$ cat src/rtl/mem_access_unit.sv
`default_nettype none
// ============================================================================
//  Module      : mem_access_unit
//  Description : Load/store unit between the execute stage and a word-wide
//                synchronous data memory (Dmemory32). It handles byte and
//                halfword accesses: loads get lane extraction plus sign or
//                zero extension, and sub-word stores use a read-modify-write
//                sequence. Word stores complete without reading memory.
//  Revision    : 1.0  - initial release
// ----------------------------------------------------------------------------
//  Ports
//    clock_i          system clock, rising edge
//    rst_ni           asynchronous active-low reset
//    req_i            access request, operands held stable until done_o
//    isStore_i        1 = store, 0 = load
//    size_i           00 byte, 01 halfword, 10/11 word
//    isUnsigned_i     1 = zero-extend loads, 0 = sign-extend
//    address_i        byte address
//    storeData_i      store operand (sub-word taken from the LSBs)
//    memAddress_o     word-aligned memory address
//    memWrite_o       memory write enable
//    memWriteData_o   full word written to memory
//    memReadData_i    memory read data, valid the cycle after the address
//    loadData_o       extended load result, held until the next request
//    done_o           one-cycle completion pulse
//    err_o            misalignment flag, valid with done_o
//  Build option
//    MISALIGN_TRAP_EN defined   : misaligned halfword/word accesses trap
//                                 (IDLE -> DONE, err_o = 1, no side effects)
//    MISALIGN_TRAP_EN undefined : low address bits are ignored, err_o = 0
// ============================================================================
module mem_access_unit (
  input  logic        clock_i,
  input  logic        rst_ni,
  input  logic        req_i,
  input  logic        isStore_i,
  input  logic [1:0]  size_i,
  input  logic        isUnsigned_i,
  input  logic [31:0] address_i,
  input  logic [31:0] storeData_i,
  output logic [31:0] memAddress_o,
  output logic        memWrite_o,
  output logic [31:0] memWriteData_o,
  input  logic [31:0] memReadData_i,
  output logic [31:0] loadData_o,
  output logic        done_o,
  output logic        err_o
);

  localparam logic [1:0] c_idle = 2'd0;
  localparam logic [1:0] c_rd   = 2'd1;
  localparam logic [1:0] c_wr   = 2'd2;
  localparam logic [1:0] c_done = 2'd3;

  logic [1:0]  state_q, state_d;
  logic [31:0] loadData_q, loadData_d;
  logic [31:0] merge_q, merge_d;

  logic        w_is_word;
  logic        w_misalign;
  logic [7:0]  w_byte;
  logic [15:0] w_half;
  logic [31:0] w_load_ext;
  logic [31:0] w_merged;

  // Reserved size 11 behaves as a word.
  assign w_is_word    = size_i[1];
  assign memAddress_o = {address_i[31:2], 2'b00};
  assign loadData_o   = loadData_q;

`ifdef MISALIGN_TRAP_EN
  logic w_is_half;
  logic err_q, err_d;

  assign w_is_half  = (size_i == 2'b01);
  assign w_misalign = (w_is_half && address_i[0]) ||
                      (w_is_word && (address_i[1:0] != 2'b00));

  // The flag is decided when a request is accepted and held until the next.
  always_comb begin
    err_d = err_q;
    if (state_q == c_idle && req_i) err_d = w_misalign;
  end

  always_ff @(posedge clock_i or negedge rst_ni) begin
    if (!rst_ni) err_q <= 1'b0;
    else         err_q <= err_d;
  end

  assign err_o = err_q;
`else
  assign w_misalign = 1'b0;
  assign err_o      = 1'b0;
`endif

  // ---------------------------------------------------------------- FSM: state
  always_ff @(posedge clock_i or negedge rst_ni) begin
    if (!rst_ni) state_q <= c_idle;
    else         state_q <= state_d;
  end

  // ---------------------------------------------------------- FSM: next state
  always_comb begin
    state_d = state_q;
    case (state_q)
      c_idle: begin
        if (req_i) begin
          // Word stores need no read; trapped accesses skip memory entirely.
          if (w_misalign || (isStore_i && w_is_word)) state_d = c_done;
          else                                        state_d = c_rd;
        end
      end
      c_rd:    state_d = isStore_i ? c_wr : c_done;
      c_wr:    state_d = c_done;
      c_done:  state_d = c_idle;
      default: state_d = c_idle;
    endcase
  end

  // -------------------------------------------------------------- FSM: outputs
  always_comb begin
    memWrite_o     = 1'b0;
    memWriteData_o = storeData_i;
    done_o         = 1'b0;
    case (state_q)
      c_idle:  memWrite_o = req_i && isStore_i && w_is_word && !w_misalign;
      c_wr: begin
        memWrite_o     = 1'b1;
        memWriteData_o = merge_q;
      end
      c_done:  done_o = 1'b1;
      default: ;
    endcase
    // The IDLE write term is combinational on req_i, so the enable is also
    // gated directly by reset to keep memory untouched while reset is low.
    if (!rst_ni) memWrite_o = 1'b0;
  end

  // ------------------------------------------------------ lane select / merge
  always_comb begin
    case (address_i[1:0])
      2'd0:    w_byte = memReadData_i[7:0];
      2'd1:    w_byte = memReadData_i[15:8];
      2'd2:    w_byte = memReadData_i[23:16];
      default: w_byte = memReadData_i[31:24];
    endcase
    w_half = address_i[1] ? memReadData_i[31:16] : memReadData_i[15:0];

    case (size_i)
      2'b00:   w_load_ext = isUnsigned_i ? {24'h0, w_byte} : {{24{w_byte[7]}}, w_byte};
      2'b01:   w_load_ext = isUnsigned_i ? {16'h0, w_half} : {{16{w_half[15]}}, w_half};
      default: w_load_ext = memReadData_i;
    endcase

    // Only sub-word stores reach the merge; word stores bypass RD.
    w_merged = memReadData_i;
    if (size_i == 2'b00) begin
      case (address_i[1:0])
        2'd0:    w_merged[7:0]   = storeData_i[7:0];
        2'd1:    w_merged[15:8]  = storeData_i[7:0];
        2'd2:    w_merged[23:16] = storeData_i[7:0];
        default: w_merged[31:24] = storeData_i[7:0];
      endcase
    end else if (address_i[1]) begin
      w_merged[31:16] = storeData_i[15:0];
    end else begin
      w_merged[15:0]  = storeData_i[15:0];
    end
  end

  // --------------------------------------------------------- data registers
  always_comb begin
    loadData_d = loadData_q;
    merge_d    = merge_q;
    if (state_q == c_rd) begin
      if (isStore_i) merge_d    = w_merged;
      else           loadData_d = w_load_ext;
    end
  end

  always_ff @(posedge clock_i or negedge rst_ni) begin
    if (!rst_ni) begin
      loadData_q <= 32'h0;
      merge_q    <= 32'h0;
    end else begin
      loadData_q <= loadData_d;
      merge_q    <= merge_d;
    end
  end

endmodule
`default_nettype wire

$ cat config.mk
export PLATFORM = sky130hd
export DESIGN_NAME = mem_access_unit
export DESIGN_NICKNAME = d
export VERILOG_FILES = /design/src/rtl/mem_access_unit.sv
export SDC_FILE = /design/constraint.sdc
export NUM_CORES = 1
export LEC_CHECK = 0
export ABC_CLOCK_PERIOD_IN_PS = 2140
export CELL_PAD_IN_SITES_DETAIL_PLACEMENT = 0
export CELL_PAD_IN_SITES_GLOBAL_PLACEMENT = 2
export CORE_MARGIN = 2
export CORE_UTILIZATION = 24
export CTS_BUF_LIST = sky130_fd_sc_hd__clkbuf_2 sky130_fd_sc_hd__clkbuf_4 sky130_fd_sc_hd__clkbuf_8
export CTS_CLUSTER_SIZE = 8
export DETAILED_ROUTE_END_ITERATION = 10
export GPL_TIMING_DRIVEN = 0
export HOLD_SLACK_MARGIN = 0.02
export PLACE_DENSITY = 0.81
export SYNTH_ARGS = -nofsm -noshare
export SYNTH_HDL_FRONTEND = slang
export SYNTH_SLANG_ARGS = --single-unit
$ cat constraint.sdc
create_clock -name clock_i -period 2.14 [get_ports clock_i]
set_input_delay 0.321 -clock clock_i [delete_from_list [all_inputs] [get_ports clock_i]]
set_output_delay 0.321 -clock clock_i [all_outputs]
set_load 0.03 [all_outputs]
==> COMMIT_EDITMSG, run 1 <==
Add synthesis and place-and-route results

- The endpoint identified for the worst register-to-register timing path is loadData_o[3].
* Area of combinational cells with multiple inputs: 2250 um^2
- Highest net fanout along the worst path: 10
- Setup slack on the critical path of the routed design comes to between 0.04 and 0.05 ns.
- Measured slew at the worst slew-check pin: a little under 0.9 ns
- around 200 I/O pins were placed.
- In the final layout, the fill cell count is 1838.
* Final critical path time including I/O delays and setup: 2.09 ns
* Number of sequential cells in the layout: 66
- Cell total in the yosys stat output: 476
* Bufs and invs on worst path: 3
- Synthesized netlist cell count: roughly 480
- Cell with the most instances after synthesis: sky130_fd_sc_hd__dfrtp_1
- In this run, the synthesized area fraction spent on xor and xnor cells is recorded as 0%.
- Via count of the first global-routing pass: around 4.6k
- In the post-synthesis netlist, the biggest area contributors are sky130_fd_sc_hd__dfrtp_1, sky130_fd_sc_hd__mux2_2, sky130_fd_sc_hd__buf_4.
* Register bit count reported by yosys: 66
- Area enclosed by the die boundary: slightly below 20000 um^2
- By area, the class that comes first in the final layout consists of combinational gates.
* Post-route cell area: between 6000 and 7000 um^2
* Critical setup path kind: register to primary output
* Synthesis area per yosys: ~4400 um^2
- Register-to-Register Setup Slack: between 0.1 and 0.15 ns
- The fraction of cell area in sequential cells is reported as between 20% and 30%.
* Via-per-instance ratio: approximately 5
- Category of the worst setup path capture point: primary output
- Sum Neg Setup Slack: 0 ns
- For this run, the script counts the antenna cells in the layout as 0.
- Y dimension of the die: roughly 140 um
* Max_cap viols: 0
- Maximum resistive drop on vdd: about 0.54 mV
- Fin cells: around 900
- Per the final layout report, the fraction of cells sized above drive strength 1 comes to between 20% and 30%.
- TritonCTS reports the number of clock sinks as ~66.
* Timing-limited maximum frequency: 478 MHz
- Wire segments on met2 add up to roughly 8.4 mm in the final route.
* First-iteration detailed-routing DRC count: between 300 and 400
- Initial antenna violation count: 0
* Prevailing post-synth register cell: sky130_fd_sc_hd__dfrtp_1
* Final clock period utilization by the worst path: a little over nine tenths
- Rows: between 40 and 50
- Die width: around 140 um
* TritonCTS clock tree: done
- Number of multi-input logic gates: 317
- The flow ran to the end, and the final reports show no timing, DRC or antenna violations.
- Between clock sinks in the finished design, the worst skew comes to approximately 0.008 ns.
* Critical path destination: memWriteData_o[11]
- Critical Path RT: between 1.5 and 2 ns
* Number of buffer cells added on primary ports: 166
- Detailed-routed wire length on met3: 1.29 mm
- The first detailed-routing pass took 5 iterations.
- After synthesis, the most frequently instantiated cells are sky130_fd_sc_hd__dfrtp_1, sky130_fd_sc_hd__nor2_1, sky130_fd_sc_hd__mux2_2, sky130_fd_sc_hd__buf_4, sky130_fd_sc_hd__a31oi_1.
* Clock network power consumption: about 0.0011 W
- Per the post-CTS timing run, clock transition at the registers of the reported paths is about 0.070 ns.
* Highest metal layer with signal wires: met4
- Counting the warning lines in the Yosys log gives 0.
* Mapped Avg Cell Area: 9.22 um^2
- Summing the areas of all compound-gate instances in the mapped netlist gives approximately a fifth of the synthesized area.
* Sw Ratio: between 40% and 50%
- GRT met1 Usage: between 20% and 30%
- The number of gates resized after CTS was between 150 and 200.
- Count of final max-slew check failures: 0
- For this sky-water flow run, the detailed-routed wirelength per cell is reported as ~20 um.
- Count of flip-flops with a built-in enable after synthesis: 0
- Standard cell core area: about 18000 um^2
* Floorplan core density: about a quarter
run 1: flip-flops by register name, indices dropped and copies added, names as in the netlist:
register / flops
state_q: 2
merge_q: 32
loadData_o: 32
run 1: placed cells by master, fill, tap and decap left out, drive strengths merged, types with 2 or more instances in the layout:
cell type / count
nor2b: 5
buf: 93
and3b: 8
a221oi: 17
a211oi: 6
clkbuf: 33
and4b: 16
or4b: 8
inv: 20
a31oi: 34
o32ai: 6
nand2b: 3
dfrtp: 66
mux2i: 2
o21ai: 42
nand3: 17
clkdlybuf4s50: 132
nor2: 53
nor3b: 3
mux2: 41
a21oi: 27
ha: 4
nand2: 2
conb: 3
nor4: 6
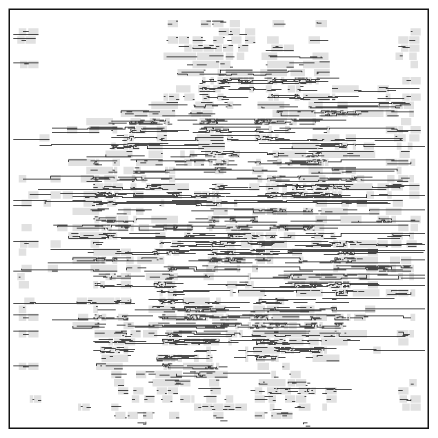
(run_1/met1.png)
Scale: 3 px per um.
share of all routed wire: 44%
main direction: horizontal

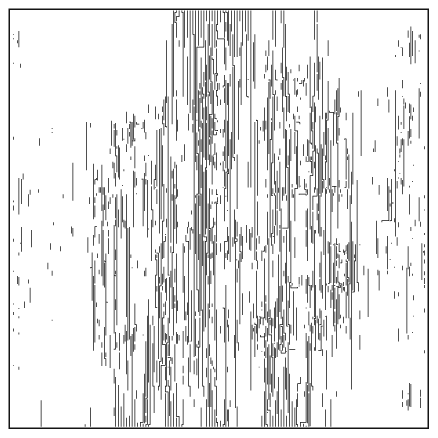
(run_1/met2.png)
Scale: 3 px per um.
share of all routed wire: 47%
nets with wire on the layer: 662
longest straight run: 83.3 um
main direction: vertical
wire length on this layer: 8360 um

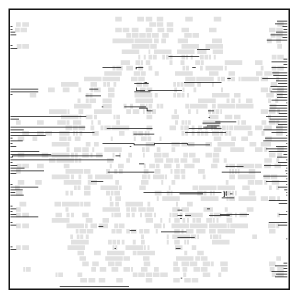
(run_1/met3.png)
Scale: 2 px per um.
wire length on this layer: 1290 um
nets with wire on the layer: 155
wirelength, routed: 17.7 mm
met3 track utilization from global routing: 4.63%

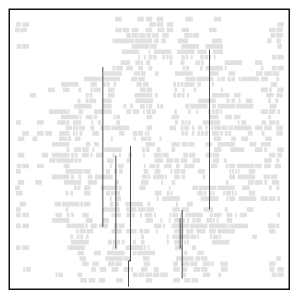
(run_1/met4.png)
Scale: 2 px per um.
share of all routed wire: 1.8%
nets with wire on the layer: 5
wire length on this layer: 325 um
vias after detailed routing: 4443

==> run_1/final_congestion.png <==
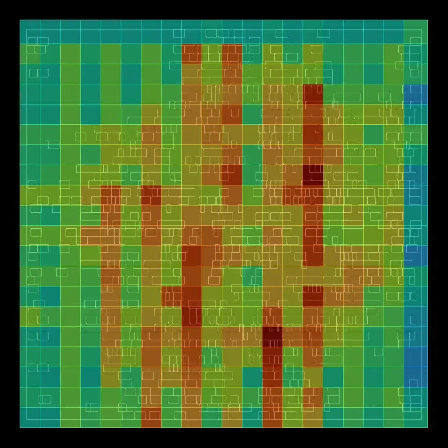

==> run 1 -> run 2 <==
--- a/config.mk
+++ b/config.mk
@@ -10,7 +10,7 @@
 export CELL_PAD_IN_SITES_GLOBAL_PLACEMENT = 2
 export CORE_MARGIN = 2
 export CORE_UTILIZATION = 24
-export CTS_BUF_LIST = sky130_fd_sc_hd__clkbuf_2 sky130_fd_sc_hd__clkbuf_4 sky130_fd_sc_hd__clkbuf_8
+export CTS_BUF_LIST = sky130_fd_sc_hd__clkbuf_16
 export CTS_CLUSTER_SIZE = 8
 export DETAILED_ROUTE_END_ITERATION = 10
 export GPL_TIMING_DRIVEN = 0
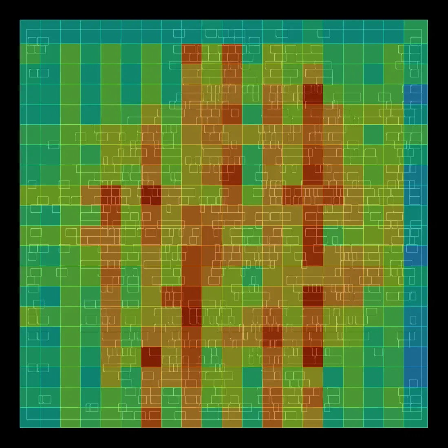
(run_2/final_congestion.png)
Avg WL per Cell: 20.0 um
met3 track utilization from global routing: 4.83%
share of the core filled with cells: 37.3%

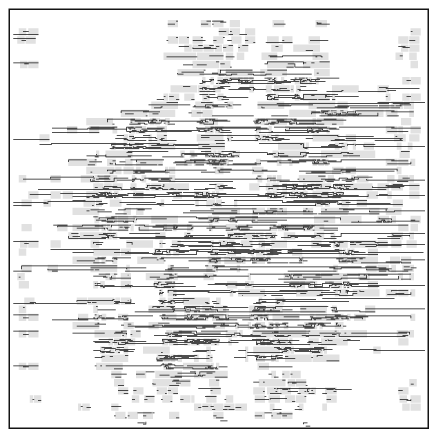
(run_2/met1.png)
Scale: 3 px per um.
wire length on this layer: 7830 um
share of all routed wire: 44%

==> run 2 against run 1 <==
Critical path depth is 1 higher. Global-route usage hardly changed. Core utilization is 0.76 points higher. Critical path type unchanged. Combinational power increased by 3%. Clock skew shrank 0.0034 ns. Clock power is 25% higher. Hold slack better by 0.035 ns.
==> COMMIT_EDITMSG, run 2 <==
Add synthesis and place-and-route results

- The run finished with clean final reports.
- Critical path destination: memWriteData_o[3]
- Final clock period utilization by the worst path: approximately 100%
- Timing-limited maximum frequency: roughly 470 MHz
- TritonCTS clock tree: done
* Bufs on Longest Clock Path: 2
- Highest net fanout along the worst path: 5
- Number of ports placed on the die boundary: 202
* Post-route worst setup slack: between 0.01 and 0.015 ns
- Of the synthesized area, sequential elements account for 37.6%.
- Area of combinational cells with multiple inputs: between 2000 and 2500 um^2
- The number of global-route vias before repair came to between 4k and 5k.
* Clock tree root driver cell: sky130_fd_sc_hd__clkbuf_16
- Count of flip-flops with a built-in enable after synthesis: 0
* Number of gates resized after CTS: between 200 and 250
- Of the total synthesized cell area, the portion taken by XOR and XNOR cells is 0%.
- Bufs and invs on worst path: 4
* Number of multi-input logic gates: 317
* GR met2 Demand/Resource: 28.8%
* Largest net degree at the start of global routing: 68
- For this run the aggregate overflow at the end of global routing stands at 0.
* Number of buffer cells added on primary ports: roughly 170
- Synthesized netlist cell count: ~480
- Row generation in the floorplan step produced roughly 49 rows.
- For this design, the CTS-stage hold fixing added 0 buffers.
- The repair_antennas step left the layout with diodes totalling 0.
* Leading post-synthesis cells by cell area: sky130_fd_sc_hd__dfrtp_1, sky130_fd_sc_hd__mux2_2, sky130_fd_sc_hd__buf_4
* Aoi share: between 20% and 30%
- After synthesis, the chip area reported by Yosys is approximately 4400 um^2.
* Fill cells: between 1.5k and 2k
- Initial antenna violation count: 0
- The commonest register cell is sky130_fd_sc_hd__dfrtp_1.
* Y dimension of the die: 139 um
- Register bit count reported by yosys: ~66
- Per the detailed-route log, wirelength across all metal layers totals 17.9 mm.
- GRT met1 Usage: 23.6%
- Summing the areas of all fa, ha and maj instances in the mapped netlist gives between 1 and 1.5% of the synthesized area.
- Clock network power consumption: roughly 0.0014 W
- Ys Warns: 0
- Clk pin slew, worst setup/hold paths: roughly 0.05 ns
* Critical setup path kind: register to primary output
* Vias after detailed routing: about 4.5k
- Summed over all nets, wire length on met3 after detailed routing comes to 1.31 mm.
- Category of the worst setup path capture point: primary output
* Top cell excl fill/tap: sky130_fd_sc_hd__clkdlybuf4s50_1
* Sw Ratio: 42.8%
* Register-to-Register Setup Slack: about 0.11 ns
- Signal nets in the final route climb as high as met4.
- Standard cell core area: between 15000 and 20000 um^2
* Largest cell class: combinational gates
- Maximum resistive drop on vdd: roughly 0.53 mV
- Summed over all nets, wire length on met2 after detailed routing comes to 8.37 mm.
- In the final layout, the share of cells above drive strength 1 is between 20 and 30%.
* Destination of the worst register-to-register timing path: merge_q[12]
* Cell total in the yosys stat output: between 400 and 500
- Count of final max-slew check failures: 0
- In the layout the commonest cells are sky130_fd_sc_hd__clkdlybuf4s50_1, sky130_fd_sc_hd__dfrtp_1, sky130_fd_sc_hd__nor2_1, sky130_fd_sc_hd__buf_4, sky130_fd_sc_hd__a31oi_1.
- Counting I/O delays and the setup requirement, the final critical path takes about 2.1 ns.
* Area enclosed by the die boundary: 19400 um^2
- Measured slew at the worst slew-check pin: a little over 0.9 ns
- Floorplan core density: between 20% and 30%
- The run reported a max-capacitance violation count of 0.
- Cell with the most instances after synthesis: sky130_fd_sc_hd__dfrtp_1
* Register fraction of the total cell area: 24.7%
- First-iteration detailed-routing DRC count: approximately 340
- In the log, the iteration count for the first detailed-route pass is 5.
- For the completed layout, the total cell area is recorded as about 6700 um^2.
- The count of cells in the finished layout, fillers not included, comes to just under 900.
* Mapped Avg Cell Area: roughly 9.2 um^2
## run 2: netlist changes by cell type in the layout (fill, tap and decap cells not counted), moves of 3 or more
cell | previous run | this run
sky130_fd_sc_hd__buf_4 | 46 | 43
sky130_fd_sc_hd__clkbuf_16 | 0 | 10
sky130_fd_sc_hd__clkbuf_4 | 7 | 4
sky130_fd_sc_hd__clkbuf_8 | 11 | 0
sky130_fd_sc_hd__inv_1 | 19 | 22
sky130_fd_sc_hd__mux2_2 | 36 | 31
sky130_fd_sc_hd__mux2_4 | 5 | 10
## run 2: stage by stage
stage | power, W | TNS, ns
detailed placement | 0.00681 | -20.61
floorplan | 0.00492 | 0
global placement | 0.00673 | -123.45
CTS | 0.00835 | -0.418
global route | 0.00894 | -1.06
finish | 0.00845 | 0
Power figures rest on the tool's default switching activity, not on a simulated workload.
